run_1/flops_by_reg.png
Drawn at 3 px/um. Other sequential cells in the stronger grey, the rest of the logic in the fainter grey.
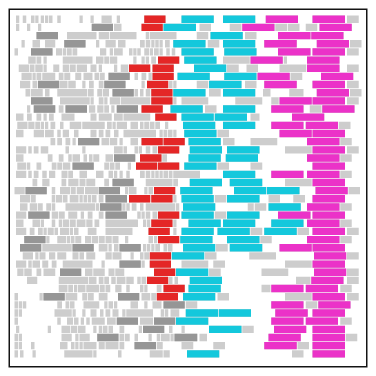
run_1/layer_met2.png
Drawn at 3 px/um.
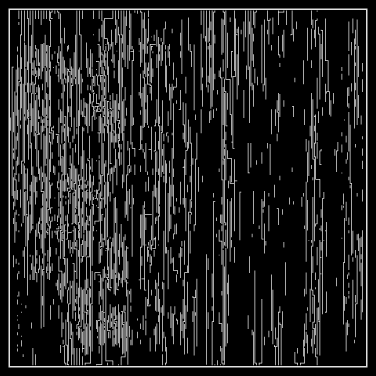
run_1/congestion.png
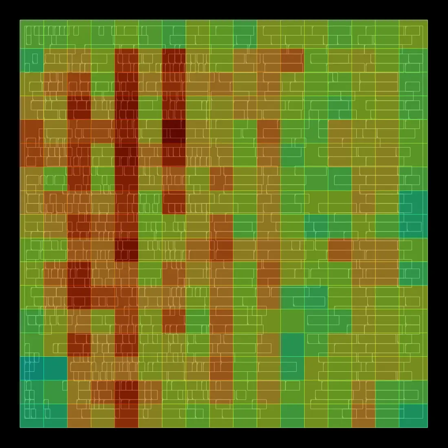
run_1/detail.png
Window x 47 to 72, y 47 to 72 um. Cells in grey, sequential cells in the stronger grey; small squares are vias.
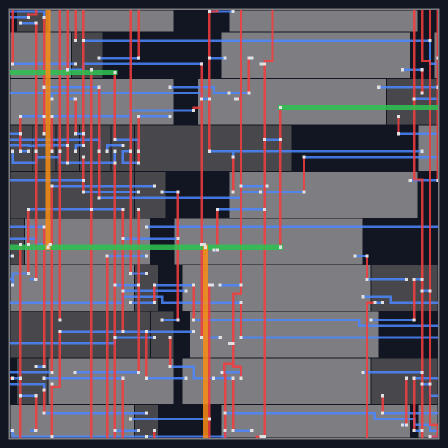
==> config.mk <==
export PLATFORM = sky130hd
export DESIGN_NAME = fetch_unit
export DESIGN_NICKNAME = d
export VERILOG_FILES = /design/src/rtl/fetch_unit.sv
export SDC_FILE = /design/constraint.sdc
export NUM_CORES = 1
export LEC_CHECK = 0
export ABC_AREA = 0
export CAP_MARGIN = 20
export CORE_UTILIZATION = 63
export CTS_CLUSTER_DIAMETER = 80
export DETAILED_ROUTE_END_ITERATION = 12
export DONT_BUFFER_PORTS = 1
export GPL_ROUTABILITY_DRIVEN = 0
export HOLD_SLACK_MARGIN = 0.03
export PLACE_DENSITY = 0.79
export SYNTH_ARGS = -nofsm -noshare
export SYNTH_HDL_FRONTEND = slang
export SYNTH_SLANG_ARGS = --single-unit
==> constraint.sdc <==
create_clock -name clk -period 5.7 [get_ports clk]
set_clock_uncertainty 0.1 [all_clocks]
set_input_delay 1.425 -clock clk [delete_from_list [all_inputs] [get_ports clk]]
set_output_delay 1.425 -clock clk [all_outputs]
set_load 0.1 [all_outputs]
==> impl_report.txt, run 1 <==
PHYSICAL IMPLEMENTATION REPORT
----------------------------------------------------
[Die]
  Die Width ........................ 119 um
  Number of top-level pins ........................ 244
  Total Die Area ........................ 14100 um2
  Die span in y ........................ 119 um
  Standard-cell rows ........................ 42

[Detailed routing]
  Pre-antenna DRT Iters ........................ 5
  Met1 layer wirelength in the final routing ........................ 6990 um
  Wire length reported by the detailed router ........................ 18300 um
  Met3 Routed Length ........................ 2140 um

[Hold path]
  Instance count along the most critical hold path ........................ 0

[Layout]
  Most frequent cells in the layout ........................ 124 x sky130_fd_sc_hd__edfxtp_1, 83 x sky130_fd_sc_hd__nand2_1, 66 x sky130_fd_sc_hd__dfxtp_1, 63 x sky130_fd_sc_hd__mux2_2, 56 x sky130_fd_sc_hd__a21oi_1
  Highest-count logic cell in the final layout ........................ sky130_fd_sc_hd__edfxtp_1
  Post-route cell area ........................ 9470 um2
  Antenna diode instance count ........................ 0
  Post-Route Utilization ........................ 0.715

[GRT]
  Most used routing layer in global routing ........................ met2
  Initial antenna violation count ........................ 0
  Met3 track demand over resource in global routing ........................ 0.0985
  Wire length of the first global-routing pass ........................ 27600 um

[Clock network]
  Post-CTS Hold Buffers ........................ 0
  # H-tree levels ........................ 4
  Number of gates resized after cts ........................ 0
  Skew-Pair Late Insertion Delay ........................ 0.43 ns
  Setup fix buffers added after clock tree synthesis ........................ 0
  TritonCTS clock tree ........................ yes
  Clock edge transition at the registers on the reported setup and hold paths ........................ 0.06 ns

[Logic synthesis]
  Sequential share of the synthesized area ........................ 0.590
  Number of cells in Yosys stat ........................ 737
  Fraction of registers with async set/reset ........................ 0

[Flow run]
  Number of max-cap violations ........................ 0

[Critical path]
  Flop-to-flop setup slack ........................ 2.55 ns
  Logic depth of the worst register-to-register path ........................ 5
  Critical path startpoint category ........................ primary input
  Arrival time of data at the critical path endpoint ........................ 2.92 ns

[Place]
  Number of instances in the placed design ........................ 874
  Minimum setup slack after placement ........................ 1.26 ns

[Power and ir drop]
  Power per Cell Area ........................ 336 nW/um2
  Leak pwr ........................ 0.00316 uW

[Timing]
  Final Hold Fails ........................ 0
  Transition at the pin with the smallest max-transition slack ........................ 1.20 ns
  Fin crit share ........................ 0.781
  Number of setup violations in the final report ........................ 0
  Max-slew violation count ........................ 0

[Status]
  Status ........................ finished clean

----------------------------------------------------
Back to the opening pictures, flops_by_reg.png:
Key: red = req_addr_q [flops 30]; cyan = pc_q [flops 60, where a column down the middle]; magenta = data_q [flops 64, where a column on the right]
Seq area share: 0.535
power in sequential cells: 1570 uW

Back to the opening pictures, layer_met2.png:
The layer holds 48% of the routed length. The longest straight run is 42.8 um. The wires run mostly vertical.
met2 usage in global routing: 0.418
via count: 5696

Back to the opening pictures, congestion.png:
aggregate global-route resource usage: 0.256
met1 usage in global routing: 0.313

Back to the opening pictures, detail.png:
Key: red = metal 2; orange = metal 4; green = metal 3; blue = metal 1
Sequential cells in the window: 13. Most frequent: edfxtp_1 (8), nand2_1 (7), dfxtp_1 (5). 30 logic cells have their middle in the window.

## run 1: kinds of logic after synthesis
family | Yosys count | synth area share
compound gates | 152 | 0.112
xor+xnor | 4 | 0.00408
fa+ha+maj | 7 | 0.0102
buf+inv | 107 | 0.0694
flops | 191 | 0.590
mux | 79 | 0.101
other cells | 1 | 0.000437
simple gates | 196 | 0.112
## run 1: area by class of cell
type	instances	area, um2
clock buffer	25	518
timing repair buffer	32	440
sequential	191	5070
inverter	16	60.1
clock inverter	7	98.8
fill	949	3770
tap	176	220
multi-input combinational	474	3070
## run 1: cells in the mapped netlist (all sizes together), types with 5 or more instances
| master | instances | area [um2] |
|---|---|---|
| nand4 | 15 | 93.8 |
| inv | 16 | 60.1 |
| a31oi | 8 | 56.3 |
| and4 | 5 | 43.8 |
| o21ai | 40 | 200 |
| edfxtp | 124 | 3720 |
| and3 | 9 | 56.3 |
| nand3 | 9 | 45.0 |
| ha | 7 | 87.6 |
| clkbuf | 35 | 131 |
| buf | 56 | 404 |
| mux2i | 16 | 160 |
| nand2 | 83 | 312 |
| mux2 | 63 | 709 |
| a32o | 5 | 50.1 |
| nor3 | 9 | 55.1 |
| nor2 | 40 | 150 |
| a21oi | 56 | 280 |
| nor4 | 7 | 71.3 |
| dfxtp | 67 | 1340 |
| a22oi | 10 | 75.1 |
## run 1: worst max-delay path, stage by stage
cell and delay (ns):
sky130_fd_sc_hd__or2_1 0.30, sky130_fd_sc_hd__nor2_1 0.18, sky130_fd_sc_hd__nand2_1 0.07, sky130_fd_sc_hd__buf_4 0.23, sky130_fd_sc_hd__inv_2 0.68
## run 1: report_power, final
group	total (uW)	switching [uW]	internal (uW)
clock network	1200	477	724
registers	1570	76.0	1490
logic	413	320	92.3
==> run 2, diff against run 1 <==
CORE_UTILIZATION = 57   (was 63)
PLACE_DENSITY = 0.75   (was 0.79)
clock period = 3.6 ns   (was 5.7 ns; I/O delays follow)
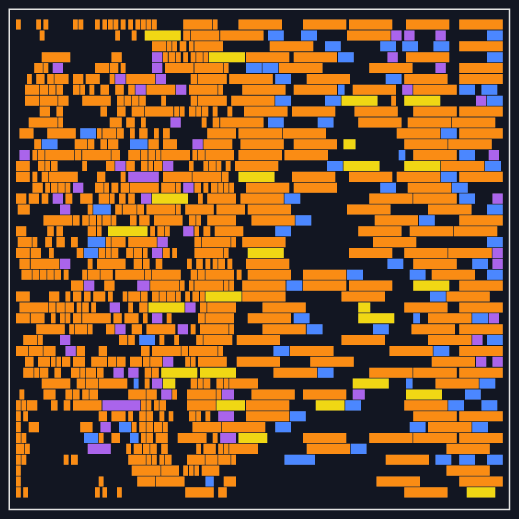
run_2/sizes.png
Drawn at 4 px/um.
Key: purple = _3 and _4 cells [cells 58, share 7.6%]; yellow = _6 and larger [cells 25, share 3.3%]; orange = _0 and _1 cells [cells 605, share 79%]; blue = _2 cells [cells 79, share 10%]
post-route cell area: 9420 um2
PnR worst setup slack: 0.628 ns
number of buffers outside the clock class in the layout: 54
layout overhead on the synthesized area: 9.85%

==> run 2 against run 1 <==
Compared with the run above:
- synthesized area stayed put
- largest cell class unchanged
- largest power group unchanged
- critical path depth is 2 lower
- sequential cell count stayed put
- non-clock buffer count is 22 higher
- highest routed layer unchanged
- synthesized cell count stayed put
- sequential power is 55% higher
- sequential share of layout area is 0.29 points higher
==> impl_report.txt, run 2 <==
PHYSICAL IMPLEMENTATION REPORT
----------------------------------------------------
[Critical path]
  Logic depth of the worst register-to-register path ........................ 6
  Critical path startpoint category ........................ flop

[Clock network]
  Number of gates resized after cts ........................ 0
  Skew-Pair Late Insertion Delay ........................ 0.42 ns
  # H-tree levels ........................ 4
  Setup fix buffers added after clock tree synthesis ........................ 0
  Post-CTS Hold Buffers ........................ 0

[Power and ir drop]
  Combinational share of power ........................ 0.142
  Power per Cell Area ........................ 505 nW/um2
  Leak pwr ........................ 0.00319 uW
  Net switching fraction of the power ........................ 0.293
  Net switching component of the power ........................ 1390 uW
  Power group with the largest share ........................ registers
  Relative contribution of sequential cells to total power ........................ 0.510

[Status]
  Status ........................ finished clean

[Logic synthesis]
  Post-synth top cells ........................ 124 x sky130_fd_sc_hd__edfxtp_1, 83 x sky130_fd_sc_hd__nand2_1, 67 x sky130_fd_sc_hd__dfxtp_1
  Number of cells in Yosys stat ........................ 737
  Largest cells by area after synthesis ........................ sky130_fd_sc_hd__edfxtp_1 43%, sky130_fd_sc_hd__dfxtp_1 16%, sky130_fd_sc_hd__mux2_2 8.3%
  Sequential share of the synthesized area ........................ 0.590
  Top-area cell type share of the netlist area ........................ 0.434

[Die]
  Die span in y ........................ 125 um
  Number of top-level pins ........................ 244
  Die Width ........................ 125 um
  Total Die Area ........................ 15500 um2
  Standard-cell rows ........................ 44

[Timing]
  Max-slew violation count ........................ 0
  Transition at the pin with the smallest max-transition slack ........................ 1.13 ns
  Fin crit share ........................ 0.825

[Layout]
  Highest-count logic cell in the final layout ........................ sky130_fd_sc_hd__edfxtp_1
  Most frequent cells in the layout ........................ 124 x sky130_fd_sc_hd__edfxtp_1, 83 x sky130_fd_sc_hd__nand2_1, 66 x sky130_fd_sc_hd__dfxtp_1, 63 x sky130_fd_sc_hd__mux2_2, 56 x sky130_fd_sc_hd__a21oi_1
  Antenna diode instance count ........................ 0

[Flow run]
  Number of max-cap violations ........................ 0

[Hold path]
  Instance count along the most critical hold path ........................ 0

[GRT]
  Aggregate global-route resource usage ........................ 0.239
  Wire length of the first global-routing pass ........................ 28800 um

[Detailed routing]
  Pre-antenna DRT Iters ........................ 6

----------------------------------------------------
[run 2: cell counts after synthesis]
No cell type changed its count.
[run 2: layout make-up]
| class | count | area, um2 | area share |
|---|---|---|---|
| well taps | 184 | 230 | 0.0244 |
| clock inverters | 13 | 91.3 | 0.00969 |
| clock buffers | 19 | 433 | 0.0459 |
| flip-flops and latches | 191 | 5070 | 0.538 |
| repair buffers | 54 | 472 | 0.0501 |
| multi-input cells | 474 | 3070 | 0.326 |
| inverters | 16 | 60.1 | 0.00637 |
[run 2: cells by family after synthesis]
family	count (synthesis)	share of synthesized area
AND-OR/OR-AND	152	0.112
other	1	0.000437
adder cells (fa/ha/maj)	7	0.0102
flip-flops	191	0.590
AND/OR/NAND/NOR	196	0.112
buffers and inverters	107	0.0694
multiplexers	79	0.101
XOR/XNOR	4	0.00408
[run 2: through the flow]
| stage | worst slack [ns] | hold WS (ns) | util | setup TNS (ns) | power (uW) |
|---|---|---|---|---|---|
| finish | 0.628 | 0.354 | 0.646 | 0 | 4760 |
| global route | 0.522 | 0.367 | 0.646 | 0 | 4920 |
| CTS | 0.586 | 0.355 | 0.644 | 0 | 4790 |
| detailed placement | 0.700 | 0.339 | 0.608 | 0 | 3140 |
| global placement | 0.717 | 0.334 | 0.608 | 0 | 3130 |
| floorplan | -0.976 | 0.325 | - | -121.02 | 3080 |
[run 2: routing by layer]
metal,GRT usage,vias to the layer above,part of all wire
met5,0,-,0
met4,0.0872,0,0.017
met3,0.0816,22,0.099
met2,0.381,336,0.48
met1,0.300,2689,0.40
li1,-,2672,-
[run 2: worst max-delay path, cell delays in order, from the launching register on]
cell and delay (ns):
sky130_fd_sc_hd__dfxtp_2 0.51, sky130_fd_sc_hd__buf_4 0.33, sky130_fd_sc_hd__mux2_2 0.38, sky130_fd_sc_hd__buf_4 0.32
Power and IR drop assume default switching activity.
